## src/rtl/ahb_arbiter.sv

```systemverilog
// Round-robin AHB bus arbiter. It tracks address/data-phase ownership, freezes for locked
// sequences and limits consecutive wins while other managers are waiting.
module ahb_arbiter #(
  parameter int NumManagers    = 4,
  parameter int DefaultManager = 0,
  parameter int MaxHold        = 4,
  localparam int IdWidth       = $clog2(NumManagers)
) (
  input  logic                   clk,
  input  logic                   reset,
  input  logic [NumManagers-1:0] req,
  input  logic [NumManagers-1:0] lock,
  input  logic [1:0]             trans,
  input  logic                   ready,
  output logic [NumManagers-1:0] grant,
  output logic [IdWidth-1:0]     addrOwner,
  output logic [IdWidth-1:0]     dataOwner,
  output logic                   locked
);

  localparam int HoldWidth = (MaxHold > 1) ? $clog2(MaxHold) : 1;
  localparam logic [HoldWidth-1:0] HoldMax  = HoldWidth'(MaxHold - 1);
  localparam logic [HoldWidth-1:0] HoldZero = HoldWidth'(1'b0);
  localparam logic [HoldWidth-1:0] HoldOne  = HoldWidth'(1'b1);
  localparam logic [IdWidth-1:0]   DefIdx   = IdWidth'(DefaultManager);
  localparam logic [1:0] TransIdle   = 2'd0;
  localparam logic [1:0] TransNonseq = 2'd2;

  typedef enum logic [1:0] {
    PARK   = 2'd0,
    OWNED  = 2'd1,
    LOCKED = 2'd2
  } state_t;

  function automatic logic [NumManagers-1:0] onehot(input logic [IdWidth-1:0] idx);
    onehot = NumManagers'(1'b1) << idx;
  endfunction

  // First requester after cur, wrapping around; cur itself is never chosen.
  function automatic logic [IdWidth-1:0] rr_next(input logic [NumManagers-1:0] r,
                                                 input logic [IdWidth-1:0] cur);
    logic                found;
    logic [IdWidth-1:0]  idx;
    rr_next = cur;
    found   = 1'b0;
    for (int k = 1; k < NumManagers; k++) begin
      idx     = IdWidth'((int'(cur) + k) % NumManagers);
      rr_next = (r[idx] && !found) ? idx : rr_next;
      found   = found | r[idx];
    end
  endfunction

  logic [IdWidth-1:0]   grant_idx_r;
  logic [HoldWidth-1:0] hold_cnt_r;
  state_t               state_r;

  logic                 arb_point_s;
  logic                 lock_entry_s;
  logic                 others_s;
  logic [IdWidth-1:0]   next_idx_s;
  logic [HoldWidth-1:0] next_hold_s;
  state_t               next_state_s;

  // Arbitration points need a completed handover and an unlocked IDLE/NONSEQ address phase.
  always_comb begin
    arb_point_s  = ready && (grant_idx_r == addrOwner) &&
                   ((trans == TransIdle) || (trans == TransNonseq)) && !lock[addrOwner];
    lock_entry_s = ready && (state_r == OWNED) && (grant_idx_r == addrOwner) &&
                   lock[addrOwner] && (trans != TransIdle);
    others_s     = |(req & ~onehot(grant_idx_r));
  end

  // Next grant, hold count and state.
  always_comb begin
    next_idx_s   = grant_idx_r;
    next_hold_s  = hold_cnt_r;
    next_state_s = state_r;
    if (arb_point_s) begin
      if (req == {NumManagers{1'b0}}) begin
        next_idx_s   = DefIdx;
        next_hold_s  = HoldZero;
        next_state_s = PARK;
      end else if (req[grant_idx_r] && ((hold_cnt_r < HoldMax) || !others_s)) begin
        next_hold_s  = (hold_cnt_r == HoldMax) ? hold_cnt_r : hold_cnt_r + HoldOne;
        next_state_s = OWNED;
      end else begin
        next_idx_s   = rr_next(req, grant_idx_r);
        next_hold_s  = HoldZero;
        next_state_s = OWNED;
      end
    end else if (lock_entry_s) begin
      next_state_s = LOCKED;
    end else begin
      next_state_s = state_r;
    end
  end

  // State and output registers; a low ready freezes everything.
  always_ff @(posedge clk or posedge reset) begin
    if (reset) begin
      grant_idx_r <= DefIdx;
      grant       <= onehot(DefIdx);
      addrOwner   <= DefIdx;
      dataOwner   <= DefIdx;
      locked      <= 1'b0;
      hold_cnt_r  <= HoldZero;
      state_r     <= PARK;
    end else if (ready) begin
      addrOwner   <= grant_idx_r;
      dataOwner   <= addrOwner;
      locked      <= lock[grant_idx_r];
      grant_idx_r <= next_idx_s;
      grant       <= onehot(next_idx_s);
      hold_cnt_r  <= next_hold_s;
      state_r     <= next_state_s;
    end else begin
      state_r     <= state_r;
    end
  end

endmodule
```

## config.mk

```make
export PLATFORM = sky130hd
export DESIGN_NAME = ahb_arbiter
export DESIGN_NICKNAME = d
export VERILOG_FILES = /design/src/rtl/ahb_arbiter.sv
export SDC_FILE = /design/constraint.sdc
export NUM_CORES = 1
export LEC_CHECK = 0
export ABC_AREA = 1
export CELL_PAD_IN_SITES_DETAIL_PLACEMENT = 0
export CELL_PAD_IN_SITES_GLOBAL_PLACEMENT = 2
export CORE_ASPECT_RATIO = 0.6
export CORE_MARGIN = 2
export CORE_UTILIZATION = 35
export DETAILED_ROUTE_END_ITERATION = 8
export DONT_BUFFER_PORTS = 1
export PLACE_DENSITY_LB_ADDON = 0.1
export RECOVER_POWER = 100
export SLEW_MARGIN = 20
export SYNTH_ARGS = -nofsm -noshare
export SYNTH_HDL_FRONTEND = slang
export SYNTH_SLANG_ARGS = --single-unit
```

## constraint.sdc

```tcl
create_clock -name clk -period 3.3 [get_ports clk]
set_clock_uncertainty 0.05 [all_clocks]
set_input_delay 0.66 -clock clk [delete_from_list [all_inputs] [get_ports clk]]
set_output_delay 0.66 -clock clk [all_outputs]
set_load 0.1 [all_outputs]
```

==> run summary <==
The layout was made with Yosys and OpenROAD.

The run finished with clean final reports. Cells with a size suffix above 1 make up 8.387% of the layout. Checking hold timing, the worst path is listed with class in2async.

The clock-cell share of area is under 10%. The worst hold slack after final layout is roughly 0.28 ns. Sorting the Yosys area breakdown by cell type puts at the top dfrtp_1.

For this run, global-route usage on met2 was measured as about 22%. The met3 wire length is 124 um. At floorplan, the net count of the design was reported as roughly 170. The flip-flop count of the largest register after layout is 4.

The type of element launching the critical path is a register. The worst slack at placement is 1.176 ns. The hold buffer count at cts is 0.

For this run, global-route usage on met3 was measured as under 10%. The clock network fraction of design power is ~12%. The highest signal layer in the routed design is met3. Listed in order, past its start point the critical path passes clkbuf_1. The last element of the critical path is addrOwner[1]. The biggest fanout along the worst timing path is 4. The distinct cell type count after synthesis is 25.

Global routing finished with a remaining overflow of 0. According to the cell report, flip-flops and latches in the layout number 13. The number of DRC markers in iteration 0 is 43. The worst slew slack as a fraction of its limit is ~23%. The dominant kind of combinational cell is simple AND/OR/NAND/NOR gates. The critical path launch point is addrOwner[1]. The worst endpoint required time is roughly 2.6 ns.

The total of max-cap violations is 0. The via count of the routed design is about 850. The number of warnings printed during yosys synthesis is 0. The top contributor to total power is registers.

Sequential cells were found to cover around a third of the synthesized design area. The end-of-flow timing check tallies setup violations at 0. The share of flip-flops with an asynchronous set or reset after synthesis is 100.0%.

Internal power comes to 469.7 uW. The sequential share of cell area is between 30% and 40%. The die boundary width is 72.96 um. For the pin with the worst max-slew slack, the measured transition is 1.163 ns. The number of cells on the worst reg-to-reg path is 14. The number of buffers inserted to repair setup after CTS is 0. The number of nets still failing antenna checks after routing is 0. Per the timing report, the most critical flop-to-flop path finishes at grant[3]. The clock-net power is about 140 uW. In this run the static leakage power is approximately 0.0006 uW.

The post-layout instance count excluding filler cells is about 190. The final-report max-slew violation count is 0. The startpoint of the worst-slack reg-to-reg timing path is grant_idx_r[0]. The post-synthesis instance area is 998.5 um^2. By area the synthesized netlist is led by dfrtp_1, nand2_1, inv_1, nand3_1, ha_1. The total power divided by cell area is 1127 nW/um^2. Hold-check failures listed in the final report amount to 0. Synthesis produced a netlist whose cell count is between 150 and 200. The area share of and-or/or-and cells after synthesis is approximately 7.6%. The routability congestion estimate is 0.7723. CTS added clock buffers totalling 3. The final design instance area without fill is roughly 1100 um^2. The height of the die is approximately 45 um. The cell count after placement is 183.

The worst path arrival time is ~1.5 ns. The global routing usage summed across all routing layers is 15.29%. Together, buffers and inverters on the worst path number 1. The power dissipated by switching net loads is approximately 740 uW. The placement stage leaves a total instance area of ~1000 um^2.

Combinational cells consume a total of just over 500 uW. The total number of tap cells is 32. Looking at the global route congestion table, the highest-usage layer is met1. Of the total power, the share spent switching nets is 61.12%. Yosys mapped a number of flops with a built-in enable equal to 0. The family with the most delay on the worst path is buffers and inverters. The footprint of the flip-flops and latches is approximately 330 um^2.

The maximum clock path buffer count is 2. The top cell type's share of synthesized area is 30.08%. In the finished design, the share of the clock period the worst path needs comes to 67.30%.

The pin count of the biggest net entering global routing is 14. The layout report lists the multi-input gate area as around 550 um^2. Looking at the cell usage after synthesis, the top flip-flop cell is dfrtp_1.

TritonCTS built the clock tree. In the per-layer summary, the met1 wirelength comes to between 1 and 1.5 mm. Summed over all failing endpoints, the final setup total negative slack is 0 ns. The maximum ir drop on the vdd rail is 0.5685 mV. In this run the number of H-tree levels came out at 1. According to the Yosys statistics, the synthesized design has a chip area of approximately 1000 um^2.

The critical path start-end classification is reg2out. The cell row count is 14. The clock insertion delay at the later pin of the skew report is approximately 0.24 ns.

The delay of the slowest critical-path stage is between 0.8 and 0.9 ns. The top cell types in the final layout, fill and taps aside, are nand2_1, inv_1, nand3_1, dfrtp_1, nor2_1. The repair_antennas step left the layout with diodes totalling 0. The layout has 4 clock buffers. The most used logic cell in the final layout is nand2_1. OpenROAD emitted warnings numbering 30. The global-route wire length before repair is 3.781 mm. 22 I/O pins were placed. In this run the register-to-register setup slack is between 1 and 1.5 ns.

The die outline area is 3310 um^2. The clock period could shrink to approximately 2.2 ns. The critical path's slowest cell is clkbuf_1.

The biggest slice of the area belongs to combinational gates. The number of detailed-routing iterations run before antenna repair is 4. The post-layout worst setup margin is approximately 1.1 ns.

The clock net in this run drives a total of 13 sinks. After layout, the design draws a total of 1208 uW. Relative to the synthesized area, the layout overhead comes to 7.394%. The global-route met1 utilization is 22.54%. The via count of the first global-routing pass came to approximately 840. The filler cells instantiated in the layout total approximately 280.

The initial cell density of the core is approximately two fifths. The post-detailed-placement half-perimeter wirelength is between 1.5 and 2 mm. According to the cell report, the number of logic gates is around 110. The sequential logic power is approximately 550 uW. Combinational logic burns between 40% and 50% of the power.

Measured on the final layout, buffering overhead outside the clock network stands at approximately 1.1%. After synthesis, the most frequently instantiated cells are nand2_1, inv_1, nand3_1. Ranked by flip-flop count, first place goes to grant.

The synthesized-area fraction occupied by adder cells is 6.266%. The STA report counts the stages on the worst setup path as 1. The cell total in the yosys stat output is around 150. The count of state elements after synthesis is 13.

The multiplexer area fraction after synthesis is 0%. The per-cell via count in the routed design is about 4.6. The final layout report lists a non-clock buffer count of 2. The share of total power dissipated in sequential elements is a little under half.

The most popular library cell in the synthesized design by count is nand2_1. In this run the clock root is driven by a clkbuf_8. The registers of the reported paths see a clock transition of ~0.050 ns. The buffer_ports step reported a buffer count of 0.
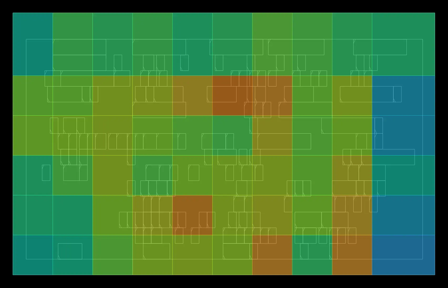
(routing congestion map)
post-layout utilization of the core: 41.08%
average wire per standard cell: 11.58 um

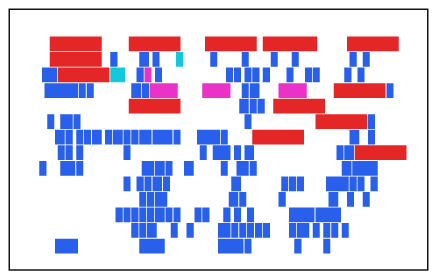
(cells coloured by class)
colour	class	cells	share of their area
red	flip-flops	13	32%
magenta	clock drivers and dummy loads	4	4.4%
blue	all other logic	136	63%
cyan	other buffers and delay cells	2	1.1%

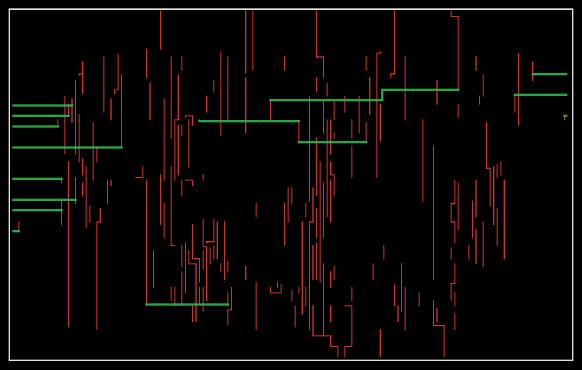
(wiring by layer)
Two of the layers only.
colour	layer	wire length
red	met2	833 um
green	met3	125 um

No activity file was given, so power comes from the tool's default toggle rates.
